## src/rtl/multi_adder_pkg.sv

```systemverilog
// Shared types and width helper for the multi_adder accumulator family.
package multi_adder_pkg;

    typedef enum logic {ACCUM, HOLD} acc_state_t;

    // Operand width of a lookahead adder with the given group size and depth.
    function automatic int cla_width(input int n, input int levels);
        return n ** levels;
    endfunction

    localparam int CLA_DEFAULT_W = cla_width(4, 2);

endpackage

```

## src/rtl/carrylookahead_adder.sv

```systemverilog
// Multi-level carry-lookahead adder: W = N**LEVELS bits, groups of N at each level.
module carrylookahead_adder
    import multi_adder_pkg::*;
#(
    parameter int N      = 4,
    parameter int LEVELS = 2,
    localparam int W     = cla_width(N, LEVELS)
) (
    input  logic [W-1:0] a,
    input  logic [W-1:0] b,
    input  logic         c_in,
    output logic [W-1:0] sum,
    output logic         c_out
);

    // Level 0 holds per-bit generate/propagate; level l holds W/N**l group terms.
    logic [W-1:0] g [0:LEVELS];
    logic [W-1:0] p [0:LEVELS];
    logic [W-1:0] c [0:LEVELS];

    always_comb begin
        // NOTE: every variable gets a default before the loops so no path leaves it unassigned, which would infer a latch.
        g = '{default: '0};
        p = '{default: '0};
        c = '{default: '0};
        g[0] = a & b;
        p[0] = a ^ b;

        for (int l = 1; l <= LEVELS; l++) begin
            for (int j = 0; j < W / (N ** l); j++) begin
                p[l][j] = 1'b1;
                for (int k = 0; k < N; k++) begin
                    g[l][j] = g[l-1][j*N+k] | (p[l-1][j*N+k] & g[l][j]);
                    p[l][j] = p[l][j] & p[l-1][j*N+k];
                end
            end
        end

        // Carries flow top-down: each group's carry-in seeds its N children.
        c[LEVELS][0] = c_in;
        for (int l = LEVELS; l >= 1; l--) begin
            for (int j = 0; j < W / (N ** l); j++) begin
                for (int k = 0; k < N; k++) begin
                    if (k == 0) begin
                        c[l-1][j*N] = c[l][j];
                    end else begin
                        c[l-1][j*N+k] = g[l-1][j*N+k-1] | (p[l-1][j*N+k-1] & c[l-1][j*N+k-1]);
                    end
                end
            end
        end

        sum   = p[0] ^ c[0];
        c_out = g[LEVELS][0] | (p[LEVELS][0] & c_in);
    end

endmodule

```

## src/rtl/cla_stream_accumulator.sv

```systemverilog
// Packet accumulator over a valid/ready stream, summing through one lookahead adder.
// Optional build macro ACC_SATURATE_EN clamps the running sum at all-ones on carry-out.
module cla_stream_accumulator
    import multi_adder_pkg::*;
#(
    parameter int N      = 4,
    parameter int LEVELS = 2,
    parameter int CNT_W  = 8,
    localparam int W     = cla_width(N, LEVELS)
) (
    input  logic             clk,
    input  logic             rst,
    input  logic             in_valid,
    output logic             in_ready,
    input  logic [W-1:0]     in_data,
    input  logic             in_last,
    output logic             out_valid,
    input  logic             out_ready,
    output logic [W-1:0]     out_sum,
    output logic             out_ovf,
    output logic [CNT_W-1:0] out_count
);

    acc_state_t       state;
    logic [W-1:0]     acc;
    logic             ovf;
    logic [CNT_W-1:0] cnt;

    logic [W-1:0]     raw_sum;
    logic             carry;
    logic [W-1:0]     acc_next;
    logic             ovf_next;
    logic [CNT_W-1:0] cnt_next;

    carrylookahead_adder #(.N(N), .LEVELS(LEVELS)) u_adder (
        .a     (acc),
        .b     (in_data),
        .c_in  (1'b0),
        .sum   (raw_sum),
        .c_out (carry)
    );

`ifdef ACC_SATURATE_EN
    // An all-ones accumulator carries out on any non-zero operand, so it stays clamped.
    assign acc_next = carry ? '1 : raw_sum;
`else
    assign acc_next = raw_sum;
`endif
    assign ovf_next = ovf | carry;
    assign cnt_next = (&cnt) ? cnt : cnt + CNT_W'(1);

    assign in_ready = (state == ACCUM);

    always_ff @(posedge clk) begin
        // NOTE: state registers use non-blocking assignments so every flop samples pre-edge values.
        if (rst) begin
            state     <= ACCUM;
            acc       <= '0;
            ovf       <= 1'b0;
            cnt       <= '0;
            out_sum   <= '0;
            out_ovf   <= 1'b0;
            out_count <= '0;
            out_valid <= 1'b0;
        end else begin
            case (state)
                ACCUM: begin
                    if (in_valid) begin
                        if (in_last) begin
                            out_sum   <= acc_next;
                            out_ovf   <= ovf_next;
                            out_count <= cnt_next;
                            out_valid <= 1'b1;
                            acc       <= '0;
                            ovf       <= 1'b0;
                            cnt       <= '0;
                            state     <= HOLD;
                        end else begin
                            acc <= acc_next;
                            ovf <= ovf_next;
                            cnt <= cnt_next;
                        end
                    end
                end
                HOLD: begin
                    if (out_ready) begin
                        out_valid <= 1'b0;
                        state     <= ACCUM;
                    end
                end
                default: state <= ACCUM;
            endcase
        end
    end

endmodule

```

## config.mk

```make
export PLATFORM = sky130hd
export DESIGN_NAME = cla_stream_accumulator
export DESIGN_NICKNAME = d
export VERILOG_FILES = /design/src/rtl/multi_adder_pkg.sv /design/src/rtl/carrylookahead_adder.sv /design/src/rtl/cla_stream_accumulator.sv
export SDC_FILE = /design/constraint.sdc
export NUM_CORES = 1
export LEC_CHECK = 0
export ABC_AREA = 1
export CORE_MARGIN = 2
export CORE_UTILIZATION = 52
export CTS_CLUSTER_SIZE = 14
export DETAILED_ROUTE_END_ITERATION = 10
export PLACE_DENSITY_LB_ADDON = 0.3
export SLEW_MARGIN = 10
export SYNTH_ARGS = -nofsm -noshare
export SYNTH_HDL_FRONTEND = slang
export SYNTH_SLANG_ARGS = --single-unit
export TNS_END_PERCENT = 5
```

## constraint.sdc

```tcl
create_clock -name clk -period 4.8 [get_ports clk]
set_input_delay 0.96 -clock clk [delete_from_list [all_inputs] [get_ports clk]]
set_output_delay 0.96 -clock clk [all_outputs]
set_load 0.005 [all_outputs]
```

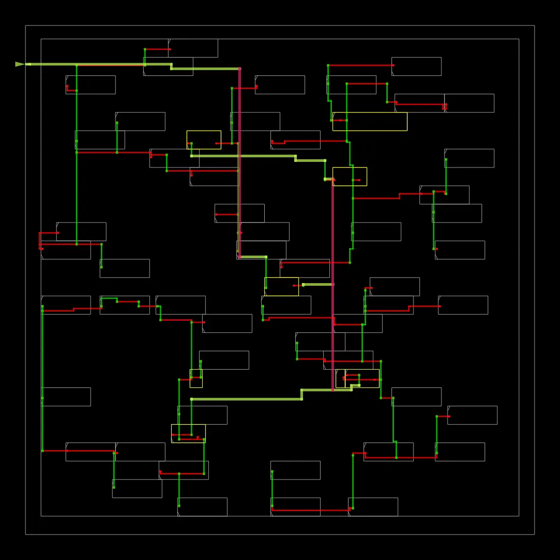
*Clock wiring as the flow saved it, run 1*
seq_cells: 52
cts bufs inserted: 5
Clock net power: 0.000303 W
CTS Sinks: 52
Worst-Skew Late Latency: 310 ps

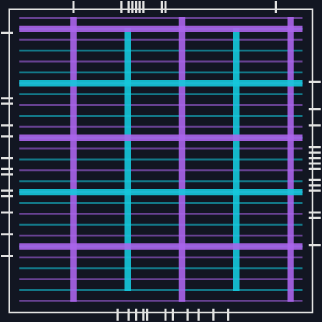
*PDN straps and rails, run 1*
Drawn at 4 px/µm. Pins as bars on the die edge.
| net | color |
|---|---|
| VDD | cyan |
| VSS | purple |
met4 straps: 5
signal pins: 48
Core Area: 5010 µm²
Die H: 75.4 µm
Peak VDD IR: 0.165 mV
Die Span X: 75.4 µm

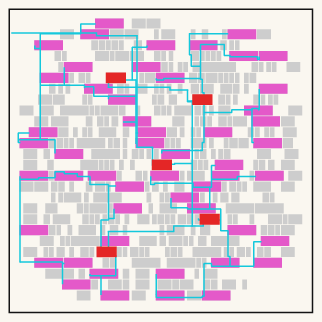
*Clock wires, drivers and flops, run 1*
Drawn at 4 px/µm.
[flip-flops] magenta | count: 52
[clock wires] cyan | length: 660 µm
[cells driving clock nets] red | count: 5
routed clock nets: 6

==> qor.txt, run 1 <==
Vias: 2281
Post-CTS Setup Bufs: 0
Hold Vio Cnt, Final: 0
Ports: 48
worst hold slack: 466 ps
Arr. time, crit path: 4750 ps
R2R Setup Slk: 1030 ps
Remaining Overflow, GRT: 0
LEAKAGE: 1.40 nW
Yosys Instances: 342
initial DRC count: 88
top cell family by delay on the critical path: adder cells
RSZ-0062 raised after global routing: no
hold path cells: 2
Yosys cell types: 26
Setup crit start kind: input port
fp util: 53.0%
DRT Pass-1 Iters: 4
worst r2r path cells: 19
ANT cells: 0
Routed WL per cell: 12.2 µm
Switching Fraction: 26.3%
clk slew on worst S/H paths: 90 ps
Fmax: 0.220 GHz
WP depth: 20
Worst setup startpoint: in_data[0]
CP max FO: 2
Main synth FF type: dfxtp_1
die area: 5690 µm²
commonest cells in the netlist: 55 x inv_1, 55 x nand2_1, 52 x dfxtp_1, 43 x nor2_1, 35 x a21oi_1
Dominant cell area share: 39.2%
DRC: 0
via/cell ratio: 4.99
worst hold endpoint: out_sum[15]$_SDFFE_PP0P_
Final Power: 0.000948 W
clk_skew: 6.34 ps
# H-tree levels: 2
OpenROAD warnings: 26
maxcap violations: 0
layout cells sized above 1: 5.94%
final period utilization: 94.5%
num rows: 26
Seq share, synth: 39.2%
WL final: 5.56 mm
RR Endpoint: out_sum[14]$_SDFFE_PP0P_
Root Driver: clkbuf_8
Hold-fix buffers, CTS: 0
Mapped Nets: 389
DP HPWL: 3.90 mm
Worst Setup Path Type: in2reg
# port buffers: 47
Pwr Density: 289 nW/µm²
total track usage: 21.6%
relative slew slack: 55.2%
outcome: complete, no violations
post-cts resize count: 0
Post-Place Setup Slack: -39.2 ps
total internal power: 0.000699 W
Worst-Margin Slew: 672 ps
CTS tree: built
r2r startpoint: acc[0]$_SDFFE_PP0P_
Synth Warn #: 0
Largest cells by area: dfxtp_1 39%, fa_1 9.1%, inv_1 7.8%, nand2_1 7.8%, a21oi_1 6.6%
Crit path required time: 5020 ps
post-route ant nets: 0
[run 1: stage by stage]
stage / setup TNS (ps) / instances / instance area (µm²) / util, %
after detailed placement: -77.1 / 449 / 3170 / 63.3
final: 0 / 457 / 3280 / 65.5
after global routing: 0 / 457 / 3280 / 65.5
after floorplan: 0 / 342 / 2650 / -
after global placement: 0 / 449 / 3170 / 63.3
after CTS: 0 / 457 / 3280 / 65.5
[run 1: cells by family (layout without fill, tap and decap cells)]
family	after synthesis	in the layout	synth area share, %
AND-OR/OR-AND	71	71	14.4
adder cells (fa/ha/maj)	26	26	15.7
XOR/XNOR	6	6	1.98
AND/OR/NAND/NOR	116	116	18.0
buffers and inverters	71	116	10.7
flip-flops	52	52	39.2
[run 1: final cells by class]
cell class              instances  area [µm²]
clock inverters                 2        35.0
multi-input cells             219        1330
fillers                       471        1730
flip-flops and latches         52        1040
well taps                      70        87.6
inverters                      57         214
repair buffers                 51         500
clock buffers                   6        72.6
[run 1: flip-flops by register name (all words and copies together) (netlist names)]
name,cells
acc,16
cnt,8
out_count,8
out_ovf,1
out_sum,16
out_valid,1
ovf,1
state,1
[run 1: layout by cell type, fill, tap and decap left out, types with 3 or more instances in the layout]
cell type / instances
clkbuf_8: 5
clkdlybuf4s50_1: 47
dfxtp_1: 52
fa_1: 12
inv_1: 55
o22ai_1: 9
xor2_1: 4
buf_4: 4
nand2_2: 4
nand3_1: 9
nand2_1: 55
a21oi_1: 35
nor2_1: 42
o21ai_0: 21
o21a_1: 3
ha_1: 14
[run 1: layer usage]
metal | GRT usage (%) | vias to the layer above | share of wire [%]
met5 | 0 | - | 0
met2 | 36.3 | 39 | 48
met3 | 5.03 | 7 | 3.3
li1 | - | 1158 | -
met4 | 6.82 | 0 | 1.3
met1 | 27.6 | 1077 | 47
--- run 2 (diff from run 1) ---
--- a/config.mk
+++ b/config.mk
@@ -11,7 +11,7 @@
 export CTS_CLUSTER_SIZE = 14
 export DETAILED_ROUTE_END_ITERATION = 10
 export PLACE_DENSITY_LB_ADDON = 0.3
-export SLEW_MARGIN = 10
+export SLEW_MARGIN = 0
 export SYNTH_ARGS = -nofsm -noshare
 export SYNTH_HDL_FRONTEND = slang
 export SYNTH_SLANG_ARGS = --single-unit
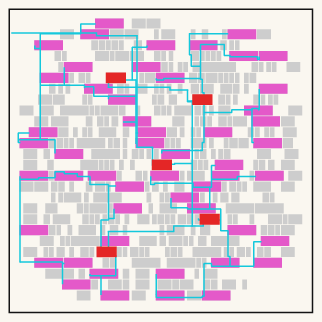
*Clock wires, drivers and flops, run 2*
Drawn at 4 px/µm.
[flip-flops] magenta | count: 52
[cells driving clock nets] red | count: 5
[clock wires] cyan | length: 660 µm
routed clock nets: 6
flops lie: all over the die

==> run 2 against run 1 <==
Wire length unchanged. Worst hold slack unchanged. Largest power group unchanged. Clock-buffer cell count did not move. Cell count unchanged. Non-clock buffer count unchanged. Final area stayed put. Clock skew unchanged. Highest routed layer unchanged. Synthesized area stayed put. Sequential power about the same.
==> qor.txt, run 2 <==
outcome: complete, no violations (unchanged)
total track usage: 21.6% (unchanged)
Largest cells by area: dfxtp_1 39%, fa_1 9.1%, inv_1 7.8%, nand2_1 7.8%, a21oi_1 6.6% (unchanged)
synthesized chip area reported by yosys: 2650 µm² (unchanged)
Non-Filler Instances: 457 (unchanged)
num rows: 26 (unchanged)
Post-Place Setup Slack: -39.2 ps (unchanged)
Arr. time, crit path: 4750 ps (about the same)
Top Registers: acc: 16 flops, out_sum: 16 flops (unchanged)
Routed WL per cell: 12.2 µm (unchanged)
cts bufs inserted: 5 (unchanged)
CTS tree: built (unchanged)
OpenROAD warnings: 26 (unchanged)
Yosys cell types: 26 (unchanged)
WL final: 5.56 mm (unchanged)
Root Driver: clkbuf_8 (unchanged)
Hold Vio Cnt, Final: 0 (unchanged)
post-route ant nets: 0 (unchanged)
Clock net power: 0.000303 W (about the same)
Final Power: 0.000948 W (unchanged)
Remaining Overflow, GRT: 0 (unchanged)
CP max FO: 2 (unchanged)
CTS Sinks: 52 (unchanged)
die area: 5690 µm² (unchanged)
Core Area: 5010 µm² (unchanged)
Setup crit start kind: input port (unchanged)
Seq share, synth: 39.2% (unchanged)
Mapped Nets: 389 (unchanged)
final instance area: 3280 µm² (unchanged)
Worst-Skew Late Latency: 310 ps (about the same)
asr flop ratio synth: 0% (unchanged)
placed insts: 449 (unchanged)
final period utilization: 94.5% (unchanged)
relative slew slack: 55.2% (unchanged)
clk buf depth: 2 (unchanged)
Switching Fraction: 26.3% (unchanged)
layout cells sized above 1: 5.94% (unchanged)
Hold-fix buffers, CTS: 0 (unchanged)
Ports: 48 (unchanged)
Dominant cell area share: 39.2% (unchanged)
Main synth FF type: dfxtp_1 (unchanged)
Crit path required time: 5020 ps (about the same)
# port buffers: 47 (unchanged)
Worst-Margin Slew: 672 ps (unchanged)
DRT Pass-1 Iters: 4 (unchanged)
fp util: 53.0% (unchanged)
clk slew on worst S/H paths: 90 ps (about the same)
post-cts resize count: 0 (unchanged)
final core occ: 65.5% (unchanged)
initial DRC count: 88 (unchanged)
commonest cells in the netlist: 55 x inv_1, 55 x nand2_1, 52 x dfxtp_1, 43 x nor2_1, 35 x a21oi_1 (unchanged)
Filler cells: 471 (unchanged)
Fin Setup TNS: 0 ps (unchanged)
Yosys Instances: 342 (unchanged)
maxcap violations: 0 (unchanged)
Die Span X: 75.4 µm (unchanged)
Post-CTS Setup Bufs: 0 (unchanged)
RSZ-0062 raised after global routing: no (unchanged)
Vias: 2281 (unchanged)
via/cell ratio: 4.99 (unchanged)
Pwr Density: 289 nW/µm² (unchanged)
Fmax: 0.220 GHz (unchanged)
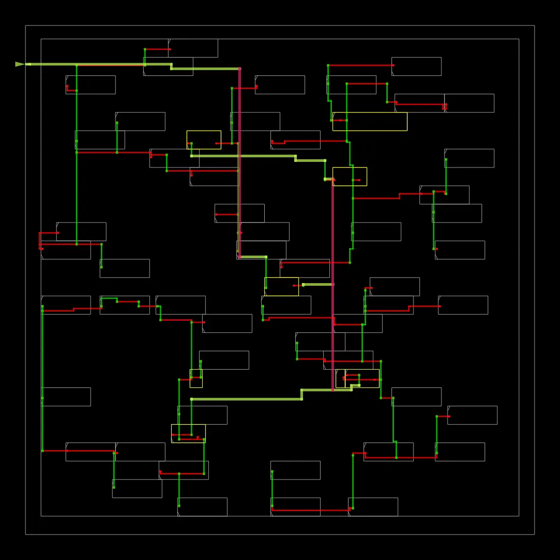
*Clock wiring as the flow saved it, run 2*
Clock buffer cells: 6
clk_skew: 6.34 ps

==> run 2: cell counts after synthesis <==
No cell type changed its count.
==> run 2: worst max-delay path, stage by stage <==
cell and delay (ps):
clkdlybuf4s50_1 460, ha_1 140, inv_1 40, fa_1 370, fa_1 390, fa_1 410
inv_1 80, nand3_1 70, nor2_1 100, nor2_1 50, nand2_1 80, nand2_1 60
nand2_1 80, inv_1 50, fa_1 370, fa_1 360, inv_1 70, fa_1 430
nor2_1 120, nor2_1 60
==> run 2: layout make-up <==
cell class                 instances  area, µm²  share of cell area (%)
multi-input combinational        219       1330                    40.5
timing repair buffer              51        500                    15.3
inverter                          57        214                    6.52
clock buffer                       6       72.6                    2.21
sequential                        52       1040                    31.7
tap                               70       87.6                    2.67
clock inverter                     2       35.0                    1.07
==> run 2: path summary, 6_finish.rpt <==
path	start	end	slack (ps)	cells past startpoint
max	in_data[0]	out_sum[14]$_SDFFE_PP0P_	260	20
min	out_sum[15]$_SDFFE_PP0P_	out_sum[15]$_SDFFE_PP0P_	470	2
max reg2reg	acc[0]$_SDFFE_PP0P_	out_sum[14]$_SDFFE_PP0P_	1030	19
min reg2reg	out_sum[15]$_SDFFE_PP0P_	out_sum[15]$_SDFFE_PP0P_	470	2
==> run 2: routing by layer <==
metal | vias up | GRT usage, % | wire [µm] | share of wire [%]
met5 | - | 0 | 0 | 0
met4 | 0 | 6.82 | 75 | 1.3
met3 | 7 | 5.03 | 186 | 3.3
met2 | 39 | 36.3 | 2690 | 48
met1 | 1077 | 27.6 | 2610 | 47
li1 | 1158 | - | - | -
==> run 2: kinds of logic after synthesis <==
family	count (synthesis)	synth area share, %
adders and majority gates	26	15.7
buffers and inverters	71	10.7
and+or+nand+nor	116	18.0
xor gates and xnor gates	6	1.98
AOI/OAI and AO/OA	71	14.4
DFF	52	39.2
--- run 3 (diff from run 2) ---
--- a/config.mk
+++ b/config.mk
@@ -11,6 +11,7 @@
 export CTS_CLUSTER_SIZE = 14
 export DETAILED_ROUTE_END_ITERATION = 10
 export PLACE_DENSITY_LB_ADDON = 0.3
+export SKIP_CTS_REPAIR_TIMING = 1
 export SLEW_MARGIN = 0
 export SYNTH_ARGS = -nofsm -noshare
 export SYNTH_HDL_FRONTEND = slang
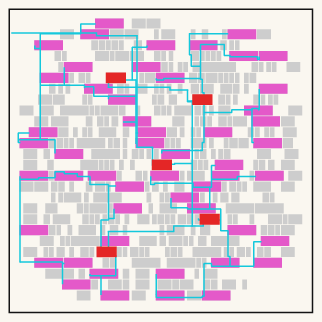
*Clock wires, drivers and flops, run 3*
Drawn at 4 px/µm.
[cells driving clock nets] red | count: 5
[flip-flops] magenta | count: 52
[clock wires] cyan | length: 660 µm
routed clock nets: 6

==> run 3 against run 2 <==
Worst hold slack stayed put. Highest routed layer unchanged. Combinational power hardly changed. Final area stayed put. Synthesized cell count stayed put. Largest power group unchanged. Core utilization stayed put. Critical path depth stayed put. First-iteration DRC count stayed put. Register-to-register slack hardly changed. Largest cell class unchanged. Critical endpoint unchanged. Non-clock buffer count stayed put. Die area stayed put.
==> qor.txt, run 3 <==
r2r startpoint: acc[0]$_SDFFE_PP0P_ (unchanged)
Ports: 48 (unchanged)
die area: 5690 µm² (unchanged)
last element of the critical path: out_sum[14]$_SDFFE_PP0P_ (unchanged)
synthesized chip area reported by yosys: 2650 µm² (unchanged)
Dominant cell area share: 39.2% (unchanged)
Die H: 75.4 µm (unchanged)
Fmax: 0.220 GHz (unchanged)
final period utilization: 94.5% (unchanged)
CTS tree: built (unchanged)
LEAKAGE: 1.40 nW (unchanged)
Worst Setup Path Type: in2reg (unchanged)
post-route ant nets: 0 (unchanged)
R2R Setup Slk: 1030 ps (about the same)
# port buffers: 47 (unchanged)
CP bufs+invs: 5 (unchanged)
Largest cells by area: dfxtp_1 39%, fa_1 9.1%, inv_1 7.8%, nand2_1 7.8%, a21oi_1 6.6% (unchanged)
cell mode on critical path: fa_1 (unchanged)
Core Area: 5010 µm² (unchanged)
Hold Crit Start: out_sum[15]$_SDFFE_PP0P_ (unchanged)
worst r2r path cells: 19 (unchanged)
Hold Vio Cnt, Final: 0 (unchanged)
first-pass GRT wire length: 9.36 mm (unchanged)
Die Span X: 75.4 µm (unchanged)
Top Registers: acc: 16 flops, out_sum: 16 flops (unchanged)
asr flop ratio synth: 0% (unchanged)
Yosys Instances: 342 (unchanged)
clk buf depth: 2 (unchanged)
Pwr Density: 289 nW/µm² (unchanged)
clk_skew: 6.34 ps (unchanged)
commonest cells in the netlist: 55 x inv_1, 55 x nand2_1, 52 x dfxtp_1, 43 x nor2_1, 35 x a21oi_1 (unchanged)
Arr. time, crit path: 4750 ps (about the same)
worst hold endpoint: out_sum[15]$_SDFFE_PP0P_ (unchanged)
CTS Sinks: 52 (unchanged)
Cells after Synth: 342 (unchanged)
num rows: 26 (unchanged)
Slowest cell on crit path: clkdlybuf4s50_1 (unchanged)
RePlAce Congestion: 0.815 (unchanged)
ANT cells: 0 (unchanged)
outcome: complete, no violations (unchanged)
Worst-Skew Late Latency: 310 ps (about the same)
Seq share, synth: 39.2% (unchanged)
cts bufs inserted: 5 (unchanged)
Root Driver: clkbuf_8 (unchanged)
Mapped Nets: 389 (unchanged)
RR Endpoint: out_sum[14]$_SDFFE_PP0P_ (unchanged)
Routed WL per cell: 12.2 µm (unchanged)
fp util: 53.0% (unchanged)
Final Power: 0.000948 W (unchanged)
maxcap violations: 0 (unchanged)
WL final: 5.56 mm (unchanged)
initial DRC count: 88 (unchanged)
Synth Warn #: 0 (unchanged)
DP HPWL: 3.90 mm (unchanged)
DRC: 0 (unchanged)
top cell family by delay on the critical path: adder cells (unchanged)
Remaining Overflow, GRT: 0 (unchanged)
total track usage: 21.6% (unchanged)
OpenROAD warnings: 26 (unchanged)
relative slew slack: 55.2% (unchanged)
RSZ-0062 raised after global routing: no (unchanged)
area delta synth->final: 23.6% (unchanged)
Top cells excl fill/tap: 55 x inv_1, 55 x nand2_1, 52 x dfxtp_1 (unchanged)
clk slew on worst S/H paths: 90 ps (about the same)
Non-Filler Instances: 457 (unchanged)
post-synth top area cell: dfxtp_1 (unchanged)
Yosys cell types: 26 (unchanged)
Worst-Margin Slew: 672 ps (unchanged)
placed insts: 449 (unchanged)
# H-tree levels: 2 (unchanged)
CP max FO: 2 (unchanged)
critical-path cell list: clkdlybuf4s50_1, ha_1, inv_1, fa_1, fa_1, fa_1, inv_1, nand3_1, nor2_1, nor2_1, nand2_1, nand2_1, nand2_1, inv_1, fa_1, fa_1, inv_1, fa_1, nor2_1, nor2_1 (unchanged)
via/cell ratio: 4.99 (unchanged)
Vias: 2281 (unchanged)
hold path cells: 2 (unchanged)
WP depth: 20 (unchanged)
layout cells sized above 1: 5.94% (unchanged)
Worst setup startpoint: in_data[0] (unchanged)
Peak VDD IR: 0.165 mV (unchanged)
Setup crit start kind: input port (unchanged)
DRT Pass-1 Iters: 4 (unchanged)
Main synth FF type: dfxtp_1 (unchanged)
Largest stage delay, worst path: 460 ps (about the same)
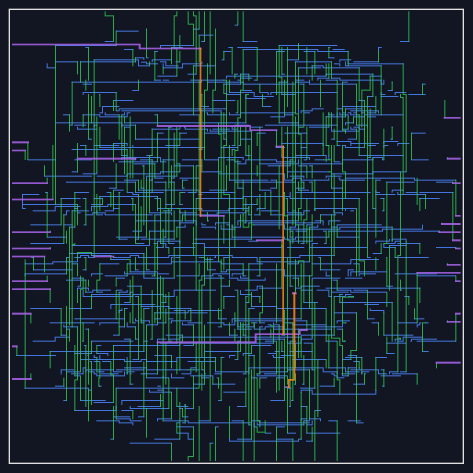
*Wiring by layer, run 3*
Drawn at 6 px/µm.
| layer | color | wire length |
|---|---|---|
| met1 | blue | 2610 µm |
| met3 | purple | 187 µm |
| met2 | green | 2690 µm |
| met4 | orange | 75.7 µm |

-- run 3: through the flow --
| step | cell area (µm²) | utilization (%) | hold WS [ps] | setup WS [ps] | setup TNS (ps) |
|---|---|---|---|---|---|
| after floorplan | 2650 | - | 446 | 626 | 0 |
| after global placement | 3170 | 63.3 | 452 | 36.7 | 0 |
| after detailed placement | 3170 | 63.3 | 458 | -39.2 | -77.1 |
| after CTS | 3280 | 65.5 | 471 | 256 | 0 |
| after global routing | 3280 | 65.5 | 491 | 96.7 | 0 |
| final | 3280 | 65.5 | 466 | 263 | 0 |
-- run 3: area by class of cell --
cell class	instances	area (µm²)
fillers	471	1730
multi-input cells	219	1330
flip-flops and latches	52	1040
repair buffers	51	500
inverters	57	214
well taps	70	87.6
clock buffers	6	72.6
clock inverters	2	35.0
-- run 3: report_power, final --
group / internal (W) / switching (W)
Clock: 0.000155 / 0.000148
Combinational: 0.0000878 / 0.0000895
Sequential: 0.000456 / 0.0000124
Total: 0.000699 / 0.000249
-- run 3: cells by family (layout without fill, tap and decap cells) --
logic type | after synthesis | count (layout) | share of synthesized area (%)
xor+xnor | 6 | 6 | 1.98
compound gates | 71 | 71 | 14.4
buf+inv | 71 | 116 | 10.7
simple gates | 116 | 116 | 18.0
flops | 52 | 52 | 39.2
fa+ha+maj | 26 | 26 | 15.7
-- run 3: metal layers --
| metal | share of wire (%) | vias to the layer above | track usage (%) |
|---|---|---|---|
| met4 | 1.3 | 0 | 6.82 |
| met2 | 48 | 39 | 36.3 |
| li1 | - | 1158 | - |
| met1 | 47 | 1077 | 27.6 |
| met3 | 3.3 | 7 | 5.03 |
| met5 | 0 | - | 0 |
Power figures rest on the tool's default switching activity, not on a simulated workload.
